**Routed metal per tile**

26 x 20 tiles, from white (low) to dark blue (high), scaled to the fullest tile. Values are wire area over tile area, all layers added.
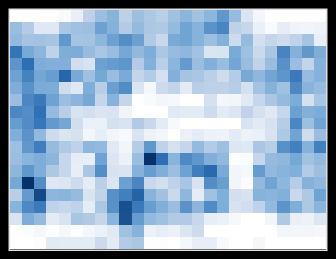
**Signal wires on met1**

The bar under the picture is 50 um long. Cells faint in the background.
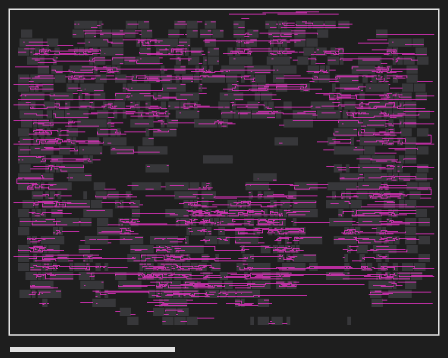
==> src/rtl/mac_axi4lite_master.sv <==
`default_nettype none
// ============================================================================
// Module      : mac_axi4lite_master
// Description : Single-outstanding command/response to AXI4-Lite initiator,
//               with a sticky per-phase watchdog flag.
// Revision    : 1.0 - initial release
// ============================================================================
module mac_axi4lite_master #(
    parameter int ADDR_WIDTH = 12,
    parameter int DATA_WIDTH = 32,
    parameter int TIMEOUT    = 1024
) (
    input  logic                      clk,
    input  logic                      rst,
    input  logic                      cmd_valid,
    output logic                      cmd_ready,
    input  logic                      cmd_write,
    input  logic [ADDR_WIDTH-1:0]     cmd_addr,
    input  logic [DATA_WIDTH-1:0]     cmd_wdata,
    input  logic [DATA_WIDTH/8-1:0]   cmd_wstrb,
    output logic                      rsp_valid,
    input  logic                      rsp_ready,
    output logic                      rsp_write,
    output logic [DATA_WIDTH-1:0]     rsp_rdata,
    output logic [1:0]                rsp_resp,
    output logic                      timeout_err,
    output logic [ADDR_WIDTH-1:0]     M_AWADDR,
    output logic                      M_AWVALID,
    input  logic                      M_AWREADY,
    output logic [DATA_WIDTH-1:0]     M_WDATA,
    output logic [DATA_WIDTH/8-1:0]   M_WSTRB,
    output logic                      M_WVALID,
    input  logic                      M_WREADY,
    input  logic [1:0]                M_BRESP,
    input  logic                      M_BVALID,
    output logic                      M_BREADY,
    output logic [ADDR_WIDTH-1:0]     M_ARADDR,
    output logic                      M_ARVALID,
    input  logic                      M_ARREADY,
    input  logic [DATA_WIDTH-1:0]     M_RDATA,
    input  logic [1:0]                M_RRESP,
    input  logic                      M_RVALID,
    output logic                      M_RREADY
);

    localparam int STRB_WIDTH = DATA_WIDTH / 8;
    localparam int ALIGN_BITS = $clog2(STRB_WIDTH);
    localparam logic [ADDR_WIDTH-1:0] ADDR_MASK = ~ADDR_WIDTH'((1 << ALIGN_BITS) - 1);
    localparam int CNT_W = (TIMEOUT > 1) ? $clog2(TIMEOUT + 1) : 1;
    localparam logic [CNT_W-1:0] CNT_MAX = CNT_W'(TIMEOUT);

    typedef enum logic [2:0] {
        IDLE    = 3'd0,
        WR_REQ  = 3'd1,
        WR_RESP = 3'd2,
        RD_REQ  = 3'd3,
        RD_DATA = 3'd4,
        RSP     = 3'd5
    } state_t;

    state_t                  state_q, state_d;
    logic [ADDR_WIDTH-1:0]   addr_q, addr_d;
    logic [DATA_WIDTH-1:0]   wdata_q, wdata_d;
    logic [STRB_WIDTH-1:0]   wstrb_q, wstrb_d;
    logic                    awvalid_q, awvalid_d;
    logic                    wvalid_q, wvalid_d;
    logic                    arvalid_q, arvalid_d;
    logic [DATA_WIDTH-1:0]   rdata_q, rdata_d;
    logic [1:0]              resp_q, resp_d;
    logic                    rspw_q, rspw_d;
    logic [CNT_W-1:0]        wdog_q, wdog_d;
    logic                    tout_q, tout_d;
    logic                    busy;

    always_ff @(posedge clk) begin
        if (rst) begin
            state_q   <= IDLE;
            addr_q    <= '0;
            wdata_q   <= '0;
            wstrb_q   <= '0;
            awvalid_q <= 1'b0;
            wvalid_q  <= 1'b0;
            arvalid_q <= 1'b0;
            rdata_q   <= '0;
            resp_q    <= '0;
            rspw_q    <= 1'b0;
            wdog_q    <= '0;
            tout_q    <= 1'b0;
        end else begin
            state_q   <= state_d;
            addr_q    <= addr_d;
            wdata_q   <= wdata_d;
            wstrb_q   <= wstrb_d;
            awvalid_q <= awvalid_d;
            wvalid_q  <= wvalid_d;
            arvalid_q <= arvalid_d;
            rdata_q   <= rdata_d;
            resp_q    <= resp_d;
            rspw_q    <= rspw_d;
            wdog_q    <= wdog_d;
            tout_q    <= tout_d;
        end
    end

    always_comb begin
        state_d   = state_q;
        addr_d    = addr_q;
        wdata_d   = wdata_q;
        wstrb_d   = wstrb_q;
        awvalid_d = awvalid_q;
        wvalid_d  = wvalid_q;
        arvalid_d = arvalid_q;
        rdata_d   = rdata_q;
        resp_d    = resp_q;
        rspw_d    = rspw_q;
        case (state_q)
            IDLE: begin
                if (cmd_valid) begin
                    addr_d  = cmd_addr & ADDR_MASK;
                    wdata_d = cmd_wdata;
                    wstrb_d = cmd_wstrb;
                    if (cmd_write) begin
                        awvalid_d = 1'b1;
                        wvalid_d  = 1'b1;
                        state_d   = WR_REQ;
                    end else begin
                        arvalid_d = 1'b1;
                        state_d   = RD_REQ;
                    end
                end
            end
            WR_REQ: begin
                // AW and W complete independently; leave once both are gone
                awvalid_d = awvalid_q && !M_AWREADY;
                wvalid_d  = wvalid_q && !M_WREADY;
                if (!awvalid_d && !wvalid_d) begin
                    state_d = WR_RESP;
                end
            end
            WR_RESP: begin
                if (M_BVALID) begin
                    resp_d  = M_BRESP;
                    rdata_d = '0;
                    rspw_d  = 1'b1;
                    state_d = RSP;
                end
            end
            RD_REQ: begin
                if (M_ARREADY) begin
                    arvalid_d = 1'b0;
                    state_d   = RD_DATA;
                end
            end
            RD_DATA: begin
                if (M_RVALID) begin
                    rdata_d = M_RDATA;
                    resp_d  = M_RRESP;
                    rspw_d  = 1'b0;
                    state_d = RSP;
                end
            end
            RSP: begin
                if (rsp_ready) begin
                    state_d = IDLE;
                end
            end
            default: state_d = IDLE;
        endcase
    end

    assign busy = (state_q == WR_REQ) || (state_q == WR_RESP) ||
                  (state_q == RD_REQ) || (state_q == RD_DATA);

    // Counter saturates at TIMEOUT so a long stall cannot wrap and re-arm
    always_comb begin
        wdog_d = wdog_q;
        tout_d = tout_q;
        if (state_d != state_q) begin
            wdog_d = '0;
        end else if (busy && (wdog_q != CNT_MAX)) begin
            wdog_d = wdog_q + 1'b1;
        end
        if ((TIMEOUT != 0) && busy && (wdog_d == CNT_MAX)) begin
            tout_d = 1'b1;
        end
    end

    assign cmd_ready   = (state_q == IDLE) && !rst;
    assign rsp_valid   = (state_q == RSP);
    assign rsp_write   = rspw_q;
    assign rsp_rdata   = rdata_q;
    assign rsp_resp    = resp_q;
    assign timeout_err = tout_q;
    assign M_AWADDR    = addr_q;
    assign M_AWVALID   = awvalid_q;
    assign M_WDATA     = wdata_q;
    assign M_WSTRB     = wstrb_q;
    assign M_WVALID    = wvalid_q;
    assign M_BREADY    = (state_q == WR_RESP);
    assign M_ARADDR    = addr_q;
    assign M_ARVALID   = arvalid_q;
    assign M_RREADY    = (state_q == RD_DATA);

endmodule
`default_nettype wire

==> config.mk <==
export PLATFORM = sky130hd
export DESIGN_NAME = mac_axi4lite_master
export DESIGN_NICKNAME = d
export VERILOG_FILES = /design/src/rtl/mac_axi4lite_master.sv
export SDC_FILE = /design/constraint.sdc
export NUM_CORES = 1
export LEC_CHECK = 0
export CAP_MARGIN = 40
export CORE_ASPECT_RATIO = 0.75
export CORE_MARGIN = 2
export CORE_UTILIZATION = 35
export DETAILED_ROUTE_END_ITERATION = 7
export PLACE_DENSITY = 0.75
export SYNTH_ARGS = -nofsm -noshare
export SYNTH_HDL_FRONTEND = slang
export SYNTH_SLANG_ARGS = --single-unit
==> constraint.sdc <==
create_clock -name clk -period 4.4 [get_ports clk]
set_input_delay 0.44 -clock clk [delete_from_list [all_inputs] [get_ports clk]]
set_output_delay 0.44 -clock clk [all_outputs]
set_load 0.02 [all_outputs]
==> summary.txt <==
Here are the numbers from the latest Yosys + OpenROAD run.

The kind of critical path is flip-flop to flip-flop. The cell count listed in synth_stat.txt came out at 521. The max-slew violation count is 0. The minimum setup slack after placement came out at 1.50 ns. Post-CTS timing repair inserted 0 buffers for setup. The number of buffers added by the clock tree synthesis step came out at 9.

The total number of warnings across the stage logs came out at 29. The count of placed standard cells in the final layout, fillers left out came out at 847. The power density relative to cell area came out at 372 mW/mm^2.

The sum of net half-perimeters after detailed placement came out at 8600 um. The routability congestion estimate from global placement is 0.860. The critical path data arrival time came out at 3.14 ns. The number of design-rule violations left by the first detailed-router iteration came out at 198. The number of remaining DRC errors is 0.

The global route total overflow is 0. The signal on the critical path passes through nor3b_2 > buf_4 > a21oi_4 > buf_4 > a21o_1 > nand4_1 > o21a_1 > nor3_2. The post-synth count of flops with an enable pin is 0. The layout summary lists the proportion of cells stronger than drive strength 1 as 4.67%. The met2 track demand over resource in global routing is 30.0%. 197 I/O pins were placed. Buffers inserted to repair hold after CTS numbered 0.

Per the post-synthesis stats, the area per cell is 7.97 sq um. The initial antenna violation count was 0. The routing usage on met3 is 7.51%.

The CTS H-tree depth came out at 3. The height of the die came out at 98.3 um. The most common cell type on the critical path is buf_4.

The smallest setup slack after layout is 1.52 ns. The quantity of gates resized following cts is 0. As logged by OpenROAD, the buffers inserted on ports number 190. The finished design was reported to have a net count of 776. The pin closest to its max-slew limit shows a slew of 0.753 ns.

The power after layout is 2.34 mW. The number of global-route vias before repair came out at 3841. For flop-to-flop paths, the worst setup slack is 1.52 ns. The count of TritonRoute iterations in the first routing pass came out at 4. TritonCTS built the clock tree.

The total die size is 0.0128 sq mm. Of all flip-flops after synthesis, the portion carrying an async set or reset was 0%. The flow ran to the end, and the final reports show no timing, DRC or antenna violations. The total number of yosys warnings is 0. The biggest fanout along the worst timing path came out at 37. The kind of end point of the critical path is a flip-flop. The dominant register cell is dfxtp_1. The number of violations of the max-capacitance limit came out at 0. The normalized max-slew margin is 49.8%. The clock edge transition at the registers on the reported setup and hold paths came out at 0.06 ns. The later pin in the worst-skew pair is clocked with a latency of 0.33 ns.

Across the VDD grid, the largest voltage drop is 0.227 mV. The synthesized instance count is 521. The number of storage elements in the synthesis netlist is 99. The final period demand of the worst path came out at 2.88 ns. The count of inserted antenna diode cells is 0. The accumulated negative setup slack is 0 ns. The final standard cell utilization of the core is 54.5%. For this design the static power due to leakage is 2.18 nW. The remaining antenna violation count after routing is 0. Clock tree synthesis selected as its root buffer the cell clkbuf_16. Before any placement, the netlist area is recorded as 0.00415 sq mm. The average vias per placed instance came out at 4.76. The most used routing layer in global routing is met2.

The setup skew after layout is 0.00590 ns. Setup repair after global routing left no endpoint under its margin. The initial core utilization came out at 35.9%. The longest clock path from root to sink contains 2 buffers. Looking at the critical path, the single cell with the biggest stage delay is dfxtp_1.

The overall die width came out at 130 um. The number of setup violations in the final report came out at 0. The buffering stage count on the worst path with inverters included came out at 2.

The worst setup path is launched from a flip-flop. The timing report attributes the biggest portion of critical-path delay to flip-flops. Clock tree synthesis found a total of 99 sinks. The post-route clock period utilization came out at 65.4%.

The type of the most critical hold path is flip-flop to flip-flop.
About 'routed metal per tile':
mean over tiles: 0.15
tiles over half the peak: 19%
nearly empty tiles: 8.8%
fullest tile: 0.48
total wire length: 11900 um
total number of vias: 4035
drt wl/cell: 14.1 um
gr usage total: 18.1%

About 'signal wires on met1':
nets with wire on the layer: 663
wire length on this layer: 5220 um
share of all routed wire: 44%
main direction: horizontal
longest straight run: 28.1 um
met1 track demand over resource in global routing: 22.0%

## worst min-delay path, cell delays in order (launching register included)
cell     delay [ns]
dfxtp_1        0.31
nand2_1        0.05
a21oi_1        0.05
## per-layer routing
metal	part of all wire (%)	up-vias	wire length, um
met1	44	1825	5220
met3	9.4	4	1120
li1	-	2050	-
met2	46	156	5490
met5	0	-	0
met4	0.71	0	85
## path summary, 6_finish.rpt
path                              startpoint  cells after the start                         end
hold reg to reg   rsp_rdata[24]$_SDFFE_PP0P_                      2  rsp_rdata[24]$_SDFFE_PP0P_
setup / recovery       state_q[0]$_SDFF_PP0_                      8    timeout_err$_SDFFE_PP0P_
hold / removal    rsp_rdata[24]$_SDFFE_PP0P_                      2  rsp_rdata[24]$_SDFFE_PP0P_
setup reg to reg       state_q[0]$_SDFF_PP0_                      8    timeout_err$_SDFFE_PP0P_
## power breakdown
part / switching [mW] / internal, mW / leakage, nW
Clock: 0.320 / 0.383 / 0.119
Combinational: 0.337 / 0.285 / 1.26
Sequential: 0.0592 / 0.960 / 0.805
## cell type report
cell class              count  area [sq um]
clock buffers              12           236
fillers                  1074          5270
flip-flops and latches     99          1980
repair buffers            195          1930
inverters                   7          26.3
well taps                 162           203
multi-input cells         368          1890
clock inverters             4          27.5
## registers in the layout, indices dropped and copies added, names as in the netlist, 2 cells and up
name / count
wdog_q: 11
M_WSTRB: 4
M_ARADDR: 10
M_WDATA: 32
rsp_resp: 2
state_q: 3
rsp_rdata: 32
## placed cells by master (no fill, tap or decap), drive strengths merged, types with 2 or more instances in the layout
| cell | n |
|---|---|
| or2 | 2 |
| nand3 | 37 |
| nor3 | 4 |
| clkbuf | 12 |
| clkdlybuf4s50 | 189 |
| nand4 | 3 |
| and3 | 4 |
| nor4 | 2 |
| a31oi | 2 |
| nand2b | 2 |
| o21ai | 7 |
| buf | 6 |
| nor4b | 3 |
| a211oi | 2 |
| conb | 4 |
| o41ai | 2 |
| o211ai | 2 |
| dfxtp | 99 |
| nor2 | 26 |
| clkinvlp | 3 |
| and4bb | 2 |
| nand2 | 142 |
| a311oi | 2 |
| and2 | 2 |
| inv | 7 |
| xor2 | 5 |
| a21oi | 87 |
| mux2i | 3 |
| o2111ai | 2 |
| xnor2 | 6 |
| ha | 2 |
## cell families after synthesis
group / share of synthesized area [%]
AND/OR/NAND/NOR: 25.7
AND-OR/OR-AND: 15.5
flip-flops: 47.8
buffers and inverters: 7.27
XOR/XNOR: 2.32
multiplexers: 0.724
adder cells (fa/ha/maj): 0.603
other: 0.0904
## cell usage after synthesis, drive strengths merged, types with 2 or more instances
master,count,area (sq um)
o21ai,7,38.8
a211oi,2,15.0
xnor2,6,52.6
dfxtp,99,1980
o2111ai,2,17.5
nand2,142,533
and2,2,12.5
nor3,4,25.0
buf,29,196
nand3,37,190
nor4b,3,32.5
nor2,26,105
nand4,3,25.0
o41ai,2,17.5
ha,2,25.0
o211ai,2,15.0
nand2b,2,12.5
a311oi,2,23.8
nor4,2,12.5
clkbuf,21,78.8
a31oi,2,12.5
or2,2,12.5
a21oi,87,447
mux2i,3,30.0
inv,7,26.3
and4bb,2,25.0
xor2,5,43.8
and3,4,25.0
Power and IR drop assume default switching activity.
